### src/rtl/clause_dispatch_ctrl.sv
// ============================================================================
// clause_dispatch_ctrl - one BCP pass: clause memory -> multi-pop FIFO -> arbiter
// rev 1.0
// ============================================================================
`default_nettype none

module clause_dispatch_ctrl #(
    parameter  int NUM_ENGINE    = 4,
    parameter  int CLA_LENGTH    = 3,
    parameter  int LIT_INDEX_MAX = 16,
    parameter  int MEM_DEPTH     = 64,
    parameter  int FIFO_DEPTH    = 8,
    localparam int CNT_W         = $clog2(NUM_ENGINE) + 1,
    localparam int EL_W          = $clog2(LIT_INDEX_MAX) + 1,
    localparam int CLA_W         = CLA_LENGTH * EL_W,
    localparam int AW            = $clog2(MEM_DEPTH)
) (
    input  logic                        clk,
    input  logic                        rst_n,
    input  logic                        start_i,
    input  logic                        abort_i,
    input  logic [AW:0]                 num_clauses_i,
    output logic                        mem_rd_en_o,
    output logic [AW-1:0]               mem_rd_addr_o,
    input  logic [CLA_W-1:0]            mem_rd_data_i,
    output logic [NUM_ENGINE*CLA_W-1:0] clause_out_o,
    output logic [CNT_W-1:0]            clause_cnt_out_o,
    input  logic [CNT_W-1:0]            clause_accept_in_i,
    input  logic [NUM_ENGINE-1:0]       engine_idle_in_i,
    output logic                        busy_o,
    output logic                        done_o
);

    localparam int PW  = $clog2(FIFO_DEPTH);
    localparam int FCW = PW + 1;

    typedef enum logic [2:0] {
        S_IDLE      = 3'd0,
        S_FETCH     = 3'd1,
        S_DRAIN     = 3'd2,
        S_WAIT_IDLE = 3'd3,
        S_DONE      = 3'd4
    } state_t;

    state_t             state_q, state_d;
    logic [AW:0]        num_q, num_d;
    logic [AW:0]        addr_q, addr_d;
    logic               inflight_q;
    logic [PW-1:0]      head_q, tail_q;
    logic [FCW-1:0]     count_q;
    logic [CLA_W-1:0]   fifo_q [FIFO_DEPTH];

    logic [CNT_W-1:0]   cnt_out;
    logic [CNT_W-1:0]   pop;
    logic               rd_en;

    // Credit uses the registered count only, so a pop this cycle never frees
    // a slot for a read issued in the same cycle.
    always_comb begin
        if (count_q > FCW'(NUM_ENGINE)) begin
            cnt_out = CNT_W'(NUM_ENGINE);
        end else begin
            cnt_out = CNT_W'(count_q);
        end
        pop   = (clause_accept_in_i > cnt_out) ? cnt_out : clause_accept_in_i;
        rd_en = (state_q == S_FETCH) && (addr_q < num_q) &&
                (({1'b0, count_q} + {{FCW{1'b0}}, inflight_q}) < (FCW+1)'(FIFO_DEPTH));
    end

    always_comb begin
        clause_out_o = '0;
        for (int k = 0; k < NUM_ENGINE; k++) begin
            if (CNT_W'(k) < cnt_out) begin
                clause_out_o[k*CLA_W +: CLA_W] = fifo_q[head_q + PW'(k)];
            end
        end
    end

    always_comb begin
        state_d = state_q;
        num_d   = num_q;
        addr_d  = addr_q;
        case (state_q)
            S_IDLE: begin
                if (start_i) begin
                    num_d   = num_clauses_i;
                    addr_d  = '0;
                    state_d = (num_clauses_i == '0) ? S_WAIT_IDLE : S_FETCH;
                end
            end
            S_FETCH: begin
                if (rd_en) begin
                    addr_d = addr_q + (AW+1)'(1);
                    if (addr_d == num_q) begin
                        state_d = S_DRAIN;
                    end
                end
            end
            S_DRAIN: begin
                if ((count_q == '0) && !inflight_q) begin
                    state_d = S_WAIT_IDLE;
                end
            end
            S_WAIT_IDLE: begin
                if (&engine_idle_in_i) begin
                    state_d = S_DONE;
                end
            end
            S_DONE:  state_d = S_IDLE;
            default: state_d = S_IDLE;
        endcase
        if (abort_i) begin
            state_d = S_IDLE;
        end
    end

    always_ff @(posedge clk or negedge rst_n) begin
        if (!rst_n) begin
            state_q    <= S_IDLE;
            num_q      <= '0;
            addr_q     <= '0;
            inflight_q <= 1'b0;
            head_q     <= '0;
            tail_q     <= '0;
            count_q    <= '0;
        end else if (abort_i) begin
            // Clearing inflight drops the data of any read still returning.
            state_q    <= S_IDLE;
            addr_q     <= '0;
            inflight_q <= 1'b0;
            head_q     <= '0;
            tail_q     <= '0;
            count_q    <= '0;
        end else begin
            state_q    <= state_d;
            num_q      <= num_d;
            addr_q     <= addr_d;
            inflight_q <= rd_en;
            head_q     <= head_q + PW'(pop);
            tail_q     <= tail_q + PW'(inflight_q);
            count_q    <= count_q + FCW'(inflight_q) - FCW'(pop);
        end
    end

    always_ff @(posedge clk) begin
        if (inflight_q && !abort_i) begin
            fifo_q[tail_q] <= mem_rd_data_i;
        end
    end

    assign mem_rd_en_o      = rd_en;
    assign mem_rd_addr_o    = addr_q[AW-1:0];
    assign clause_cnt_out_o = cnt_out;
    assign busy_o           = (state_q != S_IDLE);
    assign done_o           = (state_q == S_DONE);

endmodule

`default_nettype wire

### config.mk
export PLATFORM = sky130hd
export DESIGN_NAME = clause_dispatch_ctrl
export DESIGN_NICKNAME = d
export VERILOG_FILES = /design/src/rtl/clause_dispatch_ctrl.sv
export SDC_FILE = /design/constraint.sdc
export NUM_CORES = 1
export LEC_CHECK = 0
export CAP_MARGIN = 30
export CORE_UTILIZATION = 57
export CTS_CLUSTER_SIZE = 10
export DETAILED_ROUTE_END_ITERATION = 12
export HOLD_SLACK_MARGIN = 0.06
export MAX_ROUTING_LAYER = met4
export PLACE_DENSITY = 0.81
export SYNTH_ARGS = -nofsm -noshare
export SYNTH_HDL_FRONTEND = slang
export SYNTH_SLANG_ARGS = --single-unit
export TNS_END_PERCENT = 1
### constraint.sdc
create_clock -name clk -period 3.9 [get_ports clk]
set_input_delay 0.585 -clock clk [delete_from_list [all_inputs] [get_ports clk]]
set_output_delay 0.585 -clock clk [all_outputs]
set_load 0.01 [all_outputs]
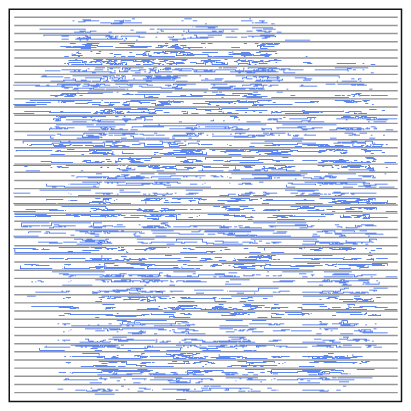
**Above:** run 1 (M1 wires).
(3 px per µm) Supply wires on this layer in gray.
longest straight run = 30.8 µm
main direction = horizontal
nets with wire on the layer = 739
share of all routed wire = 36%
wire length on this layer = 8,580 µm

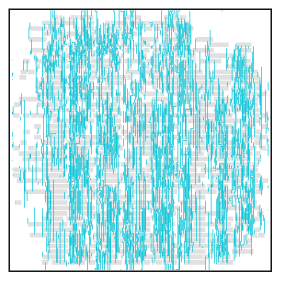
**Above:** run 1 (metal 2).
(2 px per µm)
nets with wire on the layer = 732
longest straight run = 53.7 µm
wire length on this layer = 12,200 µm
main direction = vertical
share of all routed wire = 52%
vias post-DR: 6,571
overall routed net length: 23,600 µm
met2 layer usage reported by global route: 0.491

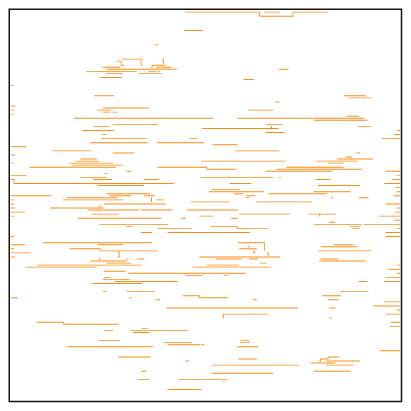
**Above:** run 1 (M3 wires).
(3 px per µm)
main direction = horizontal
longest straight run = 53.1 µm

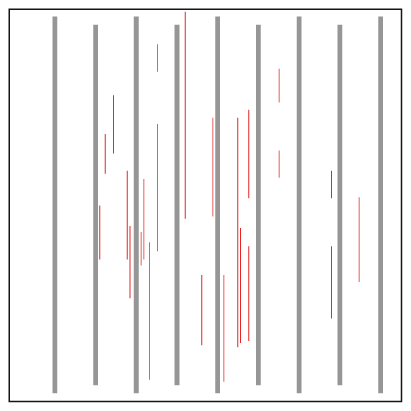
**Above:** run 1 (metal 4).
(3 px per µm) Supply wires on this layer in gray.
main direction = vertical
wire length on this layer = 651 µm
longest straight run = 76.2 µm
share of all routed wire = 2.8%
nets with wire on the layer = 16

-- run 1: per-stage QoR --
step                      area [µm²]  worst slack (ps)  hold slack [ps]   util
after floorplan                 9380               582              289      -
after global placement         10700               514              509  0.671
after detailed placement       10700               449              518  0.671
after CTS                      11300               179              532  0.708
after global routing           11300               136              540  0.708
final                          11300               198              528  0.708
-- run 1: registers in the layout (all words and copies together) (netlist names) --
name,flops
addr_q,7
count_q,4
fifo_q,120
head_q,3
inflight_q,1
num_q,7
state_q,3
tail_q,3
-- run 1: layer usage --
metal  vias up  part of all wire  global-route usage  routed length [µm]
met5         -                 0                   -                   0
met1      3315              0.36               0.391                8580
met2       418              0.51               0.491               12200
met4         0             0.028               0.135                 651
li1       2783                 -                   -                   -
met3        55             0.094              0.0693                2230
==> qor.log <==
[sta] final count of negative-setup-slack endpoints 0
[global_route] number of global-route vias before repair 6,737
[worst_setup_path] gate family responsible for the most delay along the worst path buffers and inverters
[worst_setup_path] chain of cells forming the critical path ha_1 > xor2_4 > buf_12 > mux4_2 > mux2i_1 > nor2_1 > clkdlybuf4s50_1
[worst_setup_path] CP Buf/Inv Count 2
[cells_and_area] Buffers excl. clock 134
[cts] H-tree depth 4
[die] number of placement rows 46
[worst_setup_path] highest-delay cell along the critical path sky130_fd_sc_hd__xor2_4
[yosys] Post-Syn Instances 646
[cts] number of buffers inserted to repair setup after CTS 0
[global_route] maximum number of pins on one net before global-route repair 49
[yosys] number of warning messages in the yosys log 0
[global_route] first-pass GRT wire length 37,000 µm
[pwr] Pwr per Cell Area 737 mW/mm²
[yosys] biggest area cells sky130_fd_sc_hd__edfxtp_1 38%, sky130_fd_sc_hd__mux4_2 29%, sky130_fd_sc_hd__dfrtp_1 7.5%
[yosys] nets in the synthesized netlist 702
[cells_and_area] clock tree cell share of total cell area 0.0522
[cells_and_area] leading cell category by total area combinational gates
[sta] final slew viol count 0
[pwr] fraction of power consumed by sequential logic 0.233
[die] number of primary I/O pins 105
[job] total number of warnings across the stage logs 27
[yosys] yosys stat chip area 0.00938 mm²
[pwr] power consumed by sequential cells 1950 µW
[place] total instance count after detailed placement 945
[worst_setup_path] number of cells on the worst reg-to-reg path 14
[die] vertical die dimension 130 µm
[yosys] top_reg_cell synth sky130_fd_sc_hd__edfxtp_1
[pwr] leakage component of the power 0.00391 µW
[detailed_routing] number of iterations in the first detailed-routing pass 5
[sta] accumulated negative setup slack 0 ps
[yosys] post-synthesis sequential element count 148
[global_route] initial antenna violation count 1
[worst_setup_path] maximum single-stage delay on the critical path 580 ps
[cells_and_area] flop count 148
[job] number of maximum-capacitance constraint violations 0
[worst_setup_path] stages on the worst setup path 7
[cts] Clk Tree Root Cell sky130_fd_sc_hd__clkbuf_16
[cts] Post-CTS Hold Fix Bufs 0
[detailed_routing] average wire per standard cell 24.2 µm
[cells_and_area] Layout area overhead 20.9%
[hold_path] worst hold-check path type reg -> reg
[cts] Bufs on Longest Clock Path 2
[cells_and_area] area used by sequential logic in the layout 0.00431 mm²
[place] detailed-placement wirelength estimate 15,800 µm
[yosys] number of cells in the yosys synthesis report 646
[cells_and_area] buffer share of cell area 0.114
[cells_and_area] # nets final 804
[cts] TritonCTS clock tree built
[yosys] cell type with the highest aggregate area in the netlist sky130_fd_sc_hd__edfxtp_1
[sta] RSZ-0062 raised after global routing no
[sta] worst slew margin relative to its limit 0.471
[yosys] portion of netlist area occupied by mux cells 0.345
[yosys] fraction of registers with async set or reset after synthesis 0.189
[cells_and_area] fraction of final layout cells sized beyond drive strength 1 0.261
[cells_and_area] filler cell count in the final layout 1,031
[worst_setup_path] arrival time at the worst endpoint 3120 ps
[yosys] number of enable flip-flop cells 120
[cells_and_area] area occupied by multi-input gates 0.00479 mm²
[global_route] Overflow after GRT 0
[cells_and_area] count of inverters not on the clock network in the layout 20
[cells_and_area] antenna fix cells 1
[worst_setup_path] Setup crit end clause_out_o[19]
[worst_setup_path] category of the most critical setup path reg -> out
[yosys] number of distinct library cells after synthesis 52
[die] tap cell count 216
[yosys] synthesized-area fraction occupied by xor and xnor cells 0.0131
[sta] Clock Skews 5.11 ps
[hold_path] startpoint of the tightest hold check path num_q[0]$_DFFE_PN0P_
[pwr] power spent charging and discharging nets 3070 µW
[run_status] status completed
[place] placer congestion estimate 0.890
[worst_setup_path] Crit Path Max Fanout 16
[worst_setup_path] Critical Path Start head_q[0]$_DFF_PN0_
[pwr] post-route total power 8350 µW
[cells_and_area] multi-input logic portion of the cell area 0.423
[worst_setup_path] worst r2r dst count_q[3]$_DFF_PN0_
[sta] maximum achievable frequency 0.270 GHz
[cells_and_area] commonest cells after routing, fill and taps aside 120 x sky130_fd_sc_hd__mux4_2, 120 x sky130_fd_sc_hd__edfxtp_1, 104 x sky130_fd_sc_hd__clkdlybuf4s50_1, 69 x sky130_fd_sc_hd__nor2_1, 51 x sky130_fd_sc_hd__mux2i_1
[worst_setup_path] startpoint types flop
[yosys] Avg Synthesized Cell Area 14.5 µm²
[pwr] switching share of total power 0.367
[cts] TritonCTS sink count 148
[yosys] area share of the largest cell type after synthesis 0.384
[pwr] comb pwr 4770 µW
[yosys] share of the yosys chip area belonging to registers 0.459
[pwr] clock network power 1630 µW
[global_route] total routing resource utilization after global routing 0.312
[die] chip area 0.0170 mm²
[pwr] largest power group combinational cells
[worst_setup_path] flop2flop setup slack 540 ps
[cells_and_area] flop share of the area 0.380
[cts] number of resized instances in the post-cts repair step 0
[die] die width 130 µm
[yosys] Adders+Majority by Area 0.0323
[die] Initial Utilization 0.586
[yosys] Synth top cells by count 120 x sky130_fd_sc_hd__edfxtp_1, 120 x sky130_fd_sc_hd__mux4_2, 69 x sky130_fd_sc_hd__nor2_1
[detailed_routing] post-detailed-route DRC marker count 0
[cts] clock insertion delay at the later pin of the skew report 430 ps
[yosys] synthesized-area fraction occupied by ao, oa, aoi and oai cells 0.0398
[sta] post-layout period usage of the worst path 0.949
[pwr] fraction of power consumed by the clock network 0.195
[worst_setup_path] RR Startpoint count_q[3]$_DFF_PN0_
[detailed_routing] via density per instance 6.72
[worst_setup_path] Worst Path Required 3310 ps
[cells_and_area] number of clock-tree buffers in the layout 19
[yosys] total standard cell area after synthesis 0.00938 mm²
[hold_path] destination of the worst hold path num_q[0]$_DFFE_PN0P_
[cells_and_area] number of standard cells in the final layout excluding fillers 978
[cts] number of CTS-inserted buffers 17
[yosys] combinational family with the most area after synthesis multiplexers
[hold_path] worst hold path cell count 1
Power figures rest on the tool's default switching activity, not on a simulated workload.
